`src/rtl/osd_reg_arb_pkg.sv`:
```
// Shared types for the OSD register-port arbiter: FSM state encoding,
// the registered backend command and the captured backend response.
package osd_reg_arb_pkg;

    typedef enum logic [1:0] {
        ST_IDLE  = 2'd0,
        ST_ISSUE = 2'd1,
        ST_RESP  = 2'd2
    } arb_state_e;

    typedef struct packed {
        logic        write;
        logic [15:0] addr;
        logic [1:0]  size;
        logic [15:0] wdata;
    } reg_cmd_t;

    typedef struct packed {
        logic        err;
        logic [15:0] rdata;
    } reg_rsp_t;

    localparam reg_cmd_t CMD_RESET = '0;
    localparam reg_rsp_t RSP_RESET = '0;

endpackage

```
`src/rtl/osd_rr_arbiter.sv`:
```
// Combinational round-robin picker: the search starts one slot after ptr.
// Ports: req (request vector), ptr (last winner), en (arbitrate now),
//        grant (one-hot winner, zero if none/disabled), idx (encoded winner).
module osd_rr_arbiter #(
    parameter int unsigned N = 2,
    localparam int unsigned IW = $clog2(N)
) (
    input  logic [N-1:0]  req,
    input  logic [IW-1:0] ptr,
    input  logic          en,
    output logic [N-1:0]  grant,
    output logic [IW-1:0] idx
);

    logic          found;
    logic [IW-1:0] pos;

    always_comb begin
        grant = '0;
        idx   = '0;
        found = 1'b0;
        pos   = '0;
        // k = 1..N visits ptr+1 first and ptr itself last
        for (int unsigned k = 1; k <= N; k++) begin
            pos = IW'((32'(ptr) + k) % N);
            if (en && !found && req[pos]) begin
                found      = 1'b1;
                grant[pos] = 1'b1;
                idx        = pos;
            end
        end
    end

endmodule

```
`src/rtl/osd_reg_arbiter.sv`:
```
// Round-robin arbiter sharing one reg_request/reg_ack port among NUM_REQ
// requesters; one access in flight, response routed back to its issuer.
// Ports: req_* (per-requester access side), reg_* (shared backend side).
// Optional watchdog: define OSD_REG_ARB_TIMEOUT_EN to abort accesses that
// see no reg_ack within TIMEOUT cycles (returned with req_err=1, rdata=0).
module osd_reg_arbiter #(
    parameter int unsigned NUM_REQ = 2,
    parameter int unsigned TIMEOUT = 255
) (
    input  logic                     clk,
    input  logic                     rst_n,
    input  logic [NUM_REQ-1:0]       req_request,
    input  logic [NUM_REQ-1:0]       req_write,
    input  logic [NUM_REQ-1:0][15:0] req_addr,
    input  logic [NUM_REQ-1:0][1:0]  req_size,
    input  logic [NUM_REQ-1:0][15:0] req_wdata,
    output logic [NUM_REQ-1:0]       req_ack,
    output logic                     req_err,
    output logic [15:0]              req_rdata,
    output logic                     reg_request,
    output logic                     reg_write,
    output logic [15:0]              reg_addr,
    output logic [1:0]               reg_size,
    output logic [15:0]              reg_wdata,
    input  logic                     reg_ack,
    input  logic                     reg_err,
    input  logic [15:0]              reg_rdata
);

    import osd_reg_arb_pkg::*;

    localparam int unsigned IW = $clog2(NUM_REQ);

    arb_state_e    state_q, state_d;
    logic [IW-1:0] ptr_q, ptr_d;
    logic [IW-1:0] gnt_q, gnt_d;
    reg_cmd_t      cmd_q, cmd_d;
    reg_rsp_t      rsp_q, rsp_d;

    logic [NUM_REQ-1:0] arb_grant;
    logic [IW-1:0]      arb_idx;

    osd_rr_arbiter #(
        .N (NUM_REQ)
    ) u_rr (
        .req   (req_request),
        .ptr   (ptr_q),
        .en    (state_q == ST_IDLE),
        .grant (arb_grant),
        .idx   (arb_idx)
    );

`ifdef OSD_REG_ARB_TIMEOUT_EN
    localparam int unsigned TW = $clog2(TIMEOUT + 1);

    logic [TW-1:0] cnt_q, cnt_d;
`else
    localparam int unsigned unused_timeout = TIMEOUT;
`endif

    always_comb begin
        state_d = state_q;
        ptr_d   = ptr_q;
        gnt_d   = gnt_q;
        cmd_d   = cmd_q;
        rsp_d   = rsp_q;
`ifdef OSD_REG_ARB_TIMEOUT_EN
        cnt_d   = cnt_q;
`endif
        unique case (state_q)
            ST_IDLE: begin
                if (|arb_grant) begin
                    gnt_d       = arb_idx;
                    cmd_d.write = req_write[arb_idx];
                    cmd_d.addr  = req_addr[arb_idx];
                    cmd_d.size  = req_size[arb_idx];
                    cmd_d.wdata = req_wdata[arb_idx];
                    state_d     = ST_ISSUE;
`ifdef OSD_REG_ARB_TIMEOUT_EN
                    cnt_d       = '0;
`endif
                end
            end
            ST_ISSUE: begin
                // a real ack always beats a coincident timeout
                if (reg_ack) begin
                    rsp_d.err   = reg_err;
                    rsp_d.rdata = reg_rdata;
                    state_d     = ST_RESP;
                end
`ifdef OSD_REG_ARB_TIMEOUT_EN
                else if (cnt_q == TW'(TIMEOUT - 1)) begin
                    rsp_d.err   = 1'b1;
                    rsp_d.rdata = '0;
                    state_d     = ST_RESP;
                end else begin
                    cnt_d = cnt_q + 1'b1;
                end
`endif
            end
            ST_RESP: begin
                ptr_d   = gnt_q;
                state_d = ST_IDLE;
            end
            default: begin
                state_d = ST_IDLE;
            end
        endcase
    end

    always_ff @(posedge clk or negedge rst_n) begin
        if (!rst_n) begin
            state_q <= ST_IDLE;
            ptr_q   <= IW'(NUM_REQ - 1);
            gnt_q   <= '0;
            cmd_q   <= CMD_RESET;
            rsp_q   <= RSP_RESET;
        end else begin
            state_q <= state_d;
            ptr_q   <= ptr_d;
            gnt_q   <= gnt_d;
            cmd_q   <= cmd_d;
            rsp_q   <= rsp_d;
        end
    end

`ifdef OSD_REG_ARB_TIMEOUT_EN
    always_ff @(posedge clk or negedge rst_n) begin
        if (!rst_n) begin
            cnt_q <= '0;
        end else begin
            cnt_q <= cnt_d;
        end
    end
`endif

    always_comb begin
        req_ack = '0;
        if (state_q == ST_RESP) begin
            req_ack[gnt_q] = 1'b1;
        end
    end

    assign req_err     = rsp_q.err;
    assign req_rdata   = rsp_q.rdata;
    assign reg_request = (state_q == ST_ISSUE);
    assign reg_write   = cmd_q.write;
    assign reg_addr    = cmd_q.addr;
    assign reg_size    = cmd_q.size;
    assign reg_wdata   = cmd_q.wdata;

endmodule

```
`config.mk`:
```
export PLATFORM = sky130hd
export DESIGN_NAME = osd_reg_arbiter
export DESIGN_NICKNAME = d
export VERILOG_FILES = /design/src/rtl/osd_reg_arb_pkg.sv /design/src/rtl/osd_rr_arbiter.sv /design/src/rtl/osd_reg_arbiter.sv
export SDC_FILE = /design/constraint.sdc
export NUM_CORES = 1
export LEC_CHECK = 0
export ABC_AREA = 1
export CAP_MARGIN = 15
export CORE_MARGIN = 2
export CORE_UTILIZATION = 38
export CTS_CLUSTER_DIAMETER = 150
export DETAILED_ROUTE_END_ITERATION = 7
export PLACE_DENSITY_LB_ADDON = 0.25
export SYNTH_ARGS = -nofsm -noshare
export SYNTH_HDL_FRONTEND = slang
export SYNTH_SLANG_ARGS = --single-unit
```
`constraint.sdc`:
```
create_clock -name clk -period 1.4 [get_ports clk]
set_clock_uncertainty 0.15 [all_clocks]
set_input_delay 0.28 -clock clk [delete_from_list [all_inputs] [get_ports clk]]
set_output_delay 0.28 -clock clk [all_outputs]
set_load 0.01 [all_outputs]
```
==> Slide: Implementation Results, run 1 <==
Implementation Results

Layout
  • Fill cells: 764
  • Multi-In Gates: 239
  • NumNets Final: 665
  • Ant diodes: 0
  • P&R area growth vs syn: 56.0%
  • Post-route insts no fill: 679
  • Leading cell kind: non-clock buffers
  • Layout cell share with drive strength beyond 1: 0.296
  • Seq area share: 0.277
  • Post-layout util: 0.614
  • Non-clk bufs: 194
  • Seq cells: 56
  • Logic share of the area: 0.260
  • FF+latch area: 1400 um^2

Run status
  • Failing checks: negative setup slack
  • Status: complete, but fails checks

Final timing
  • Worst Hold Slack: 0.277 ns
  • Setup TNS: -3.12 ns
  • Final hold violation count: 0
  • Final worst path period share: 1.10
  • Rel. slew slack: 0.742
  • Final setup margin: -0.133 ns
  • Fmax: 652 MHz
  • Max-slew violation count: 0
  • Worst-margin pin slew: 0.387 ns
  • Crit path time final: 1.53 ns
  • Unrepaired setup endpoints after global routing: true
  • Final setup vio count: 42

Routing
  • Detailed-route wire length per cell: 13.4 um
  • Initial DRC count: 107
  • Wl on met1: 3840 um
  • Highest metal layer with signal wires: met4
  • Met2 Routed Length: 4670 um
  • # DRC: 0
  • WL met3: 465 um
  • Drt via density: 4.68

Worst setup path
  • Worst setup SP type: flip-flop
  • Delay-heaviest family, CP: flip-flops
  • Critical Path RT: 0.97 ns
  • Crit path largest cell delay: 0.37 ns
  • CP max FO: 3
  • FF-to-FF path depth: 7
  • WP data arrival: 1.10 ns
  • Worst Setup EP: reg_request
  • Reg2Reg Setup Slack: -0.10 ns
  • Critical R2R Capture: reg_wdata[2]$_DFFE_PN0P_
  • R2r startpoint: state_q[0]$_DFFE_PN0P_
  • Crit-path cells: inv_2 -> buf_4 -> nor2_4 -> buf_6
  • Crit path depth: 4
  • CP endpoint kind: output pin

Logic synthesis
  • Most frequent cells after synthesis: nand2_1 (134), inv_1 (72), dfrtp_1 (55), nand4_1 (35), nand3_2 (30)
  • Yosys xor share: 0
  • Synth flops: 56
  • FFs w/ async S/R, synth: 1.00
  • Top area cell types: dfrtp_1 (42%), nand2_1 (15%), nand3_2 (9.2%), inv_1 (8.3%), nand4_1 (6.7%)
  • Syn Nets: 482
  • Dominant Register Cell: dfrtp_1
  • Synth Cell Area: 3250 um^2
  • AND-OR/OR-AND Cells, Area Fraction: 0.0104
  • Area reported by Yosys stat: 3250 um^2
  • Top-count cell post-synth: nand2_1
  • Synth Seq Share: 0.432
  • Yosys cell count: 390
  • Mux share: 0
  • Cells after synthesis: 390
  • Synth Area in Simple Gates: 0.391
  • Logic family by area: simple AND/OR/NAND/NOR gates
  • Post-synthesis adder-cell area fraction: 0
  • Post-synthesis cell type count: 25
  • Ys Warns: 0
  • Syn_area_per_cell: 8.33 um^2

Power
  • Int Pwr: 5.62 mW
  • Comb. pwr: 5.48 mW
  • Clock Power: 1.04 mW
  • Total chip power: 9.40 mW
  • Maximum VDD drop: 0.000954 V
  • NetSw: 3.78 mW
  • Power share of the combinational group: 0.583
  • PD cells: 1850 nW/um^2
  • Clk pwr share: 0.111
  • Pwr top: combinational logic
  • Leak: 2.73 nW
  • Seq power: 2.87 mW
  • Seq pwr share: 0.306

Place
  • Area post-placement: 4860 um^2
  • Pre-CTS WS: -0.349 ns
  • Final HPWL DP: 6350 um
  • Placer Congestion: 0.792
  • PortBufs: 146
  • Placed cell count: 644

Flow run
  • Max-cap violation count: 0

CTS
  • H-tree depth: 2
  • Clock tree sinks: 56
  • Reg clk slew, reported paths: 0.10 ns
  • Insertion Delay late pin: 0.30 ns
  • CTS tree: yes

Floorplan
  • # IOs: 147
  • CORE AREA: 8260 um^2
  • Die H: 96.5 um
  • Rows: 33
  • Initial core utilization: 0.393
  • N_taps: 105
  • Die area: 9300 um^2
  • Die span in x: 96.5 um

Global routing
  • Global route total overflow: 0
  • Largest net degree at the start of global routing: 36
  • Grt met3 use: 0.0303
  • Global router's overall resource usage: 0.196
[run 1: registers in the layout (all words and copies together), names as in the netlist]
register / cells
reg_addr: 16
req_rdata: 16
reg_write: 1
reg_size: 2
state_q: 2
gnt_q: 1
ptr_q: 1
reg_wdata: 16
req_err: 1
[run 1: layout by cell type, fill, tap and decap left out, drive strengths merged]
cell type / synthesis / final
nand4: 35 / 35
dfrtp: 55 / 55
o31ai: 1 / 1
nand2: 160 / 160
nand3: 36 / 36
clkdlybuf4s15: 0 / 11
dlygate4sd3: 0 / 1
clkbuf: 7 / 47
clkinv: 0 / 1
dfstp: 1 / 1
clkdlybuf4s50: 0 / 90
buf: 10 / 51
bufinv: 0 / 2
nor2: 4 / 4
o21ai: 3 / 3
inv: 74 / 76
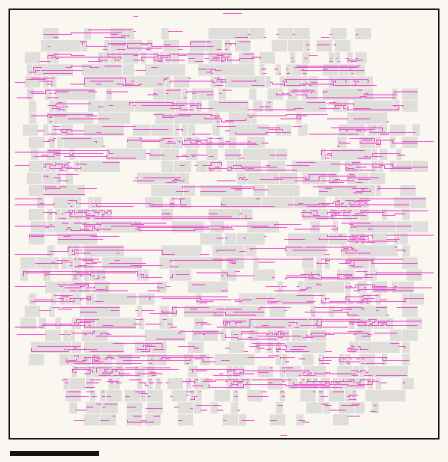
(run_1/met1.png)
Bar = 20 um.
The wires run mostly horizontal. The layer holds 42% of the routed length. The longest straight run is 36.3 um. 557 nets have wire on it. The layer carries 3,840 um of wire.
via count: 3,175
met1 GRT Util: 0.251
DRT Wirelength: 9080 um

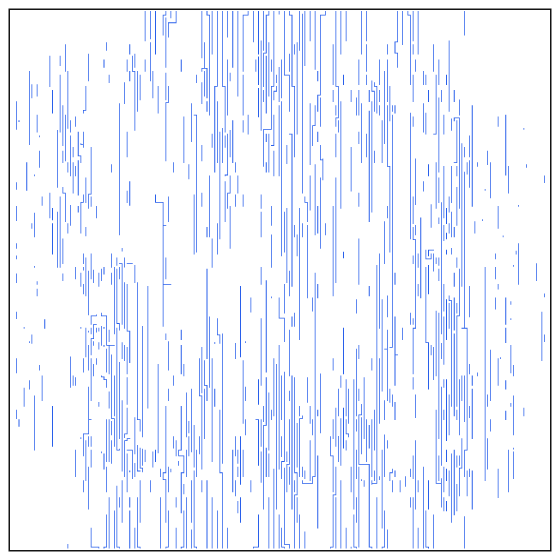
(run_1/met2.png)
The layer carries 4,670 um of wire. 553 nets have wire on it.

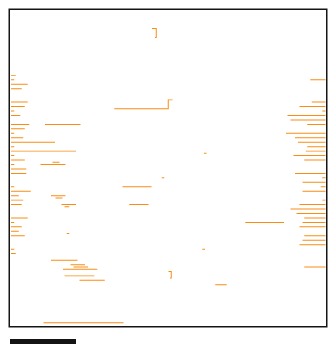
(run_1/met3.png)
Bar = 20 um.
The layer carries 465 um of wire. 81 nets have wire on it. The wires run mostly horizontal.

==> inputs of run 2 (changes only) <==
--- a/config.mk
+++ b/config.mk
@@ -7,7 +7,6 @@
 export LEC_CHECK = 0
 export ABC_AREA = 1
 export CAP_MARGIN = 15
-export CORE_MARGIN = 2
 export CORE_UTILIZATION = 38
 export CTS_CLUSTER_DIAMETER = 150
 export DETAILED_ROUTE_END_ITERATION = 7
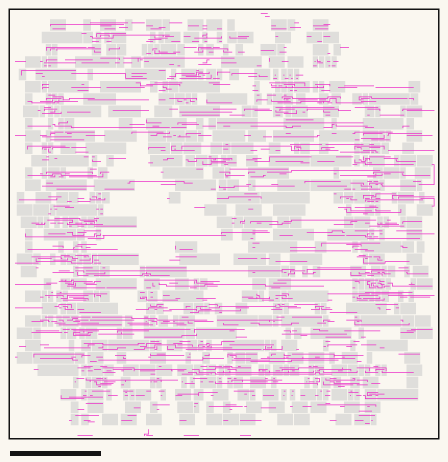
(run_2/met1.png)
Bar = 20 um.
The layer carries 3,630 um of wire. 552 nets have wire on it.

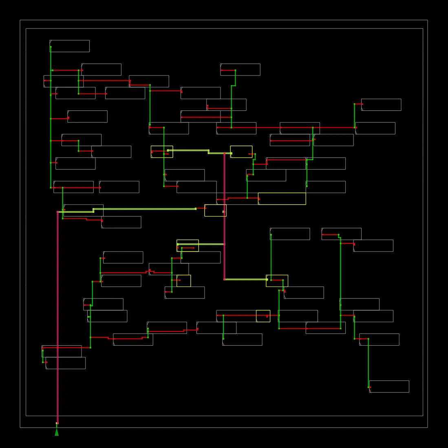
(run_2/final_clocks.png)
Seq cells: 56
Clock Power: 1.08 mW

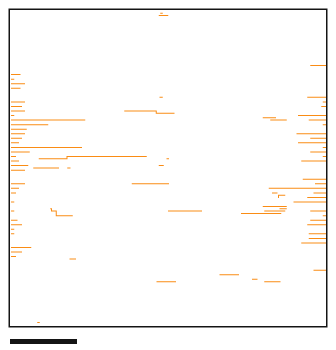
(run_2/met3.png)
Bar = 20 um.
The longest straight run is 23.7 um. The layer carries 415 um of wire.
DRT Wirelength: 8880 um
via count: 3,186
grt met3 use: 0.0338

==> run 2 against run 1 <==
  * The flow still finishes with violations (negative setup slack)
  * Wire length is 2.2% lower
  * Worst hold slack got worse by 0.0091 ns
  * Area after synthesis stayed put
  * Critical path depth is 1 lower
  * Clock-buffer cell count decreased by 1
  * Non-clock buffer count fell by 8
  * Critical path type unchanged
==> Slide: Implementation Results, run 2 <==
Implementation Results

Worst setup path
  • Reg2Reg Setup Slack: -0.11 ns (was -0.10 ns)
  • Critical R2R Capture: reg_wdata[6]$_DFFE_PN0P_ (was reg_wdata[2]$_DFFE_PN0P_)
  • Crit path largest cell delay: 0.42 ns (was 0.37 ns)
  • WP data arrival: 1.09 ns (was 1.10 ns)
  • Crit-path cells: buf_6 -> nor2_4 -> buf_6 (was inv_2 -> buf_4 -> nor2_4 -> buf_6)
  • FF-to-FF path depth: 6 (was 7)
  • CP max FO: 3 (unchanged)
  • Crit path depth: 3 (was 4)
  • R2r startpoint: state_q[1]$_DFFE_PN0P_ (was state_q[0]$_DFFE_PN0P_)
  • Worst Setup EP: reg_request (unchanged)

Logic synthesis
  • Top-count cell post-synth: nand2_1 (unchanged)
  • Top area cell types: dfrtp_1 (42%), nand2_1 (15%), nand3_2 (9.2%), inv_1 (8.3%), nand4_1 (6.7%) (unchanged)
  • AND-OR/OR-AND Cells, Area Fraction: 0.0104 (unchanged)
  • Post-synthesis cell type count: 25 (unchanged)
  • Ys Warns: 0 (unchanged)
  • Post-synthesis adder-cell area fraction: 0 (unchanged)
  • Synth Area in Simple Gates: 0.391 (unchanged)
  • Logic family by area: simple AND/OR/NAND/NOR gates (unchanged)
  • Yosys cell count: 390 (unchanged)
  • Syn_area_per_cell: 8.33 um^2 (unchanged)
  • Yosys xor share: 0 (unchanged)
  • Synth Seq Share: 0.432 (unchanged)
  • Area reported by Yosys stat: 3250 um^2 (unchanged)
  • Cells after synthesis: 390 (unchanged)
  • Dominant Register Cell: dfrtp_1 (unchanged)
  • Synth flops: 56 (unchanged)
  • Most frequent cells after synthesis: nand2_1 (134), inv_1 (72), dfrtp_1 (55), nand4_1 (35), nand3_2 (30) (unchanged)

Final timing
  • Rel. slew slack: 0.753 (was 0.742)
  • Max-slew violation count: 0 (unchanged)
  • Final setup vio count: 40 (was 42)
  • Worst-margin pin slew: 0.371 ns (was 0.387 ns)
  • Final worst path period share: 1.09 (was 1.10)
  • Crit path time final: 1.52 ns (was 1.53 ns)
  • Worst Hold Slack: 0.268 ns (was 0.277 ns)
  • Fmax: 657 MHz (was 652 MHz)
  • Final hold violation count: 0 (unchanged)
  • Final setup margin: -0.122 ns (was -0.133 ns)

Place
  • Final HPWL DP: 6320 um (was 6350 um)
  • Pre-CTS WS: -0.330 ns (was -0.349 ns)
  • PortBufs: 146 (unchanged)

Floorplan
  • CORE AREA: 8260 um^2 (unchanged)
  • Initial core utilization: 0.393 (unchanged)
  • Die area: 8920 um^2 (was 9300 um^2)
  • Die H: 94.5 um (was 96.5 um)
  • # IOs: 147 (unchanged)

Layout
  • Top cell excl fill/tap: nand2_1 (unchanged)
  • Most instantiated logic cells after routing: nand2_1 (120), clkdlybuf4s50_1 (90), inv_1 (71) (was nand2_1 (131), clkdlybuf4s50_1 (90), inv_1 (71))
  • Post-layout util: 0.605 (was 0.614)
  • FF+latch area: 1400 um^2 (unchanged)
  • Layout cell share with drive strength beyond 1: 0.317 (was 0.296)
  • NumNets Final: 656 (was 665)
  • P&R area growth vs syn: 53.7% (was 56.0%)
  • Fill cells: 742 (was 764)
  • Ant diodes: 0 (unchanged)

Global routing
  • Global route total overflow: 0 (unchanged)
  • Met1 GRT Util: 0.233 (was 0.251)

CTS
  • Reg clk slew, reported paths: 0.11 ns (was 0.10 ns)
  • H-tree depth: 2 (unchanged)
  • Insertion Delay late pin: 0.31 ns (was 0.30 ns)

Routing
  • Highest metal layer with signal wires: met4 (unchanged)
  • WL met3: 415 um (was 465 um)
  • Met2 Routed Length: 4650 um (was 4670 um)
  • Initial DRC count: 168 (was 107)
  • # DRC: 0 (unchanged)
  • Drt via density: 4.76 (was 4.68)
  • Detailed-route wire length per cell: 13.3 um (was 13.4 um)

Power
  • Power share of the combinational group: 0.568 (was 0.583)
  • Int Pwr: 5.43 mW (was 5.62 mW)
  • Pwr top: combinational logic (unchanged)
  • Maximum VDD drop: 0.000881 V (was 0.000954 V)
  • PD cells: 1850 nW/um^2 (about the same)
  • Clk pwr share: 0.117 (was 0.111)
  • Comb. pwr: 5.23 mW (was 5.48 mW)
  • NetSw: 3.79 mW (was 3.78 mW)

Run status
  • Failing checks: negative setup slack (unchanged)
  • Status: complete, but fails checks (unchanged)
## run 2: cell counts after synthesis
Identical to the previous run, type by type.
## run 2: area by class of cell
type                       instances  area share
multi-input combinational        239       0.271
clock inverter                     3     0.00952
inverter                          74      0.0619
timing repair inverter             2     0.00351
tap                              105      0.0263
timing repair buffer             186       0.333
sequential                        56       0.281
clock buffer                       5      0.0138
## run 2: what timing repair did
| item | in CTS | in global routing |
|---|---|---|
| gates resized | 122 | 65 |
| pin swaps | 1 | 1 |
| buffers inserted | 10 | 3 |
| endpoints found under the hold margin | 11 | 0 |
| gates cloned | 2 | 1 |
| endpoints found under the setup margin | 92 | 103 |
| hold buffers | 1 | 0 |
## run 2: cell families (layout without fill, tap and decap cells)
group / count (synthesis) / in the layout
buf+inv: 95 / 270
flops: 56 / 56
compound gates: 4 / 4
simple gates: 235 / 235
==> inputs of run 3 (changes only) <==
--- a/config.mk
+++ b/config.mk
@@ -8,9 +8,10 @@
 export ABC_AREA = 1
 export CAP_MARGIN = 15
 export CORE_UTILIZATION = 38
-export CTS_CLUSTER_DIAMETER = 150
+export CTS_CLUSTER_DIAMETER = 200
 export DETAILED_ROUTE_END_ITERATION = 7
 export PLACE_DENSITY_LB_ADDON = 0.25
+export SKIP_LAST_GASP = 1
 export SYNTH_ARGS = -nofsm -noshare
 export SYNTH_HDL_FRONTEND = slang
 export SYNTH_SLANG_ARGS = --single-unit
==> constraint.sdc (replaced) <==
create_clock -name clk -period 1.4 [get_ports clk]
set_clock_uncertainty 0.15 [all_clocks]
set_input_delay 0.14 -clock clk [delete_from_list [all_inputs] [get_ports clk]]
set_output_delay 0.14 -clock clk [all_outputs]
set_load 0.01 [all_outputs]
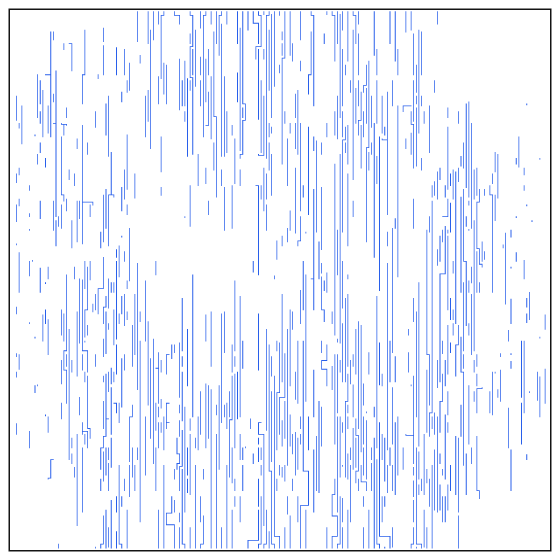
(run_3/met2.png)
DRT Wirelength: 9600 um
M2 GR Usage: 0.381

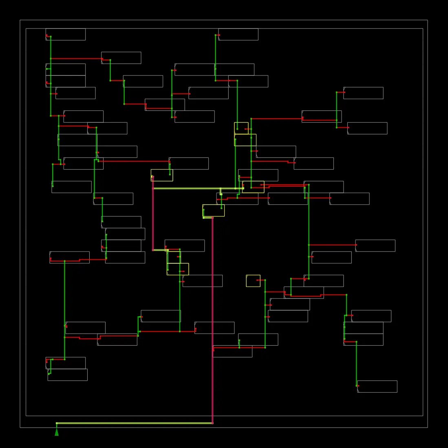
(run_3/final_clocks.png)
Insertion Delay late pin: 0.31 ns
Clock Power: 0.949 mW
clk_buf instances: 5
clock tree sinks: 56

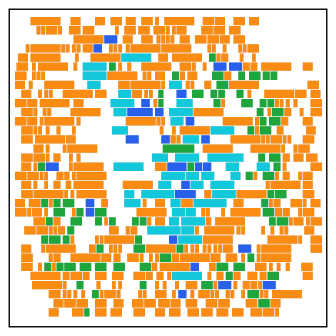
(run_3/drive_strength.png)
Key: orange = drive 1 or less [cells 421, share 74%, most used nand2_1]; green = drive 2 [cells 79, share 14%, most used nand2_2]; blue = drive 3 to 4 [cells 26, share 4.6%, most used buf_4]; cyan = drive 6 and up [cells 41, share 7.2%, most used buf_6]

==> run 3 against run 2 <==
  * The run still ends with negative setup slack left
  * Maximum frequency is 0.57% higher
  * Critical path depth grew 5
  * Cell count up 0.30%
  * Global-route usage increased by 1.4 points
  * Combinational power increased by 16%
==> Slide: Implementation Results, run 3 <==
Implementation Results

Routing
  • Met2 Routed Length: 4950 um (was 4650 um)
  • Via count: 3,142 (was 3,186)
  • # DRC: 0 (unchanged)
  • Detailed-route wire length per cell: 14.3 um (was 13.3 um)
  • WL met3: 506 um (was 415 um)
  • Wl on met1: 4020 um (was 3630 um)
  • Initial DRC count: 81 (was 168)
  • Highest metal layer with signal wires: met4 (unchanged)
  • Drt via density: 4.68 (was 4.76)

Logic synthesis
  • Syn_area_per_cell: 8.33 um^2 (unchanged)
  • Area reported by Yosys stat: 3250 um^2 (unchanged)
  • Synth Cell Area: 3250 um^2 (unchanged)
  • Dominant Register Cell: dfrtp_1 (unchanged)
  • Syn Nets: 482 (unchanged)
  • Top area cell types: dfrtp_1 (42%), nand2_1 (15%), nand3_2 (9.2%), inv_1 (8.3%), nand4_1 (6.7%) (unchanged)
  • Top-count cell post-synth: nand2_1 (unchanged)
  • Synth Seq Share: 0.432 (unchanged)
  • Ys Warns: 0 (unchanged)
  • FFs w/ async S/R, synth: 1.00 (unchanged)
  • Yosys cell count: 390 (unchanged)
  • Post-synthesis cell type count: 25 (unchanged)

Layout
  • NumNets Final: 658 (was 656)
  • Fill cells: 713 (was 742)
  • Top cell excl fill/tap: nand2_1 (unchanged)
  • Non-clk bufs: 185 (was 186)
  • Seq area share: 0.262 (was 0.281)
  • Layout cell share with drive strength beyond 1: 0.257 (was 0.317)
  • FF+latch area: 1400 um^2 (unchanged)
  • P&R area growth vs syn: 64.9% (was 53.7%)
  • Ant diodes: 0 (unchanged)
  • Logic share of the area: 0.267 (was 0.271)
  • Leading cell kind: non-clock buffers (unchanged)

Final timing
  • Worst-margin pin slew: 0.417 ns (was 0.371 ns)
  • Final hold violation count: 0 (unchanged)
  • Crit path time final: 1.51 ns (was 1.52 ns)
  • Rel. slew slack: 0.722 (was 0.753)
  • Final setup vio count: 52 (was 40)
  • Fmax: 661 MHz (was 657 MHz)
  • Final setup margin: -0.114 ns (was -0.122 ns)
  • Unrepaired setup endpoints after global routing: true (unchanged)
  • Final worst path period share: 1.08 (was 1.09)

Worst setup path
  • Crit-path cells: buf_6 -> nor2_8 -> buf_6 -> nand3_4 -> clkbuf_16 -> nand2_2 -> nand3_2 -> nand2_2 (was buf_6 -> nor2_4 -> buf_6)
  • Worst setup SP type: flip-flop (unchanged)
  • Reg2Reg Setup Slack: -0.11 ns (about the same)
  • Critical R2R Capture: reg_wdata[11]$_DFFE_PN0P_ (was reg_wdata[6]$_DFFE_PN0P_)
  • CP endpoint kind: flip-flop (was output pin)
  • Worst Setup EP: reg_wdata[11]$_DFFE_PN0P_ (was reg_request)
  • R2r startpoint: state_q[0]$_DFFE_PN0P_ (was state_q[1]$_DFFE_PN0P_)
  • Crit path depth: 8 (was 3)
  • Delay-heaviest family, CP: buffers and inverters (was flip-flops)
  • FF-to-FF path depth: 8 (was 6)

CTS
  • H-tree depth: 2 (unchanged)
  • Number of setup buffers added after CTS: 10 (unchanged)
  • Post-CTS sizing: 87 (was 122)

Power
  • PD cells: 1850 nW/um^2 (about the same)
  • Leak: 2.83 nW (was 2.67 nW)
  • Maximum VDD drop: 0.000916 V (was 0.000881 V)
  • Total chip power: 9.90 mW (was 9.22 mW)

Floorplan
  • Die H: 94.5 um (unchanged)
  • # IOs: 147 (unchanged)
  • CORE AREA: 8260 um^2 (unchanged)
  • Die area: 8920 um^2 (unchanged)
  • N_taps: 105 (unchanged)

Place
  • Final HPWL DP: 6110 um (was 6320 um)
  • PortBufs: 146 (unchanged)
  • Placer Congestion: 0.769 (was 0.768)
  • Placed cell count: 643 (was 645)

Global routing
  • Met1 GRT Util: 0.277 (was 0.233)
  • Grt met3 use: 0.0282 (was 0.0338)
  • Largest net degree at the start of global routing: 33 (was 37)

Run status
  • Failing checks: negative setup slack (unchanged)
  • Status: complete, but fails checks (unchanged)

Flow run
  • Max-cap violation count: 0 (unchanged)
## run 3: cell counts after synthesis
No cell type changed its count.
## run 3: power breakdown
group          total, mW  leakage [nW]  internal (mW)  switching, mW
combinational       6.09          2.10           3.04           3.05
clock              0.949        0.0491          0.370          0.579
sequential          2.86         0.685           2.42          0.441
## run 3: metrics by stage
step                cell area (um^2)  setup WS, ns  hold WS, ns
finish                          5360        -0.114        0.196
CTS                             5180        -0.137        0.183
detailed placement              4840        -0.176       0.0341
floorplan                       3250        0.0225       -0.306
global placement                4840        -0.146       0.0293
global route                    5360        -0.196        0.209
## run 3: cell families (layout without fill, tap and decap cells)
kind of cell	count (synthesis)	count (layout)	synth area share
AND/OR/NAND/NOR	235	235	0.391
AND-OR/OR-AND	4	4	0.0104
buffers and inverters	95	272	0.166
flip-flops	56	56	0.432
Power and IR drop assume default switching activity.
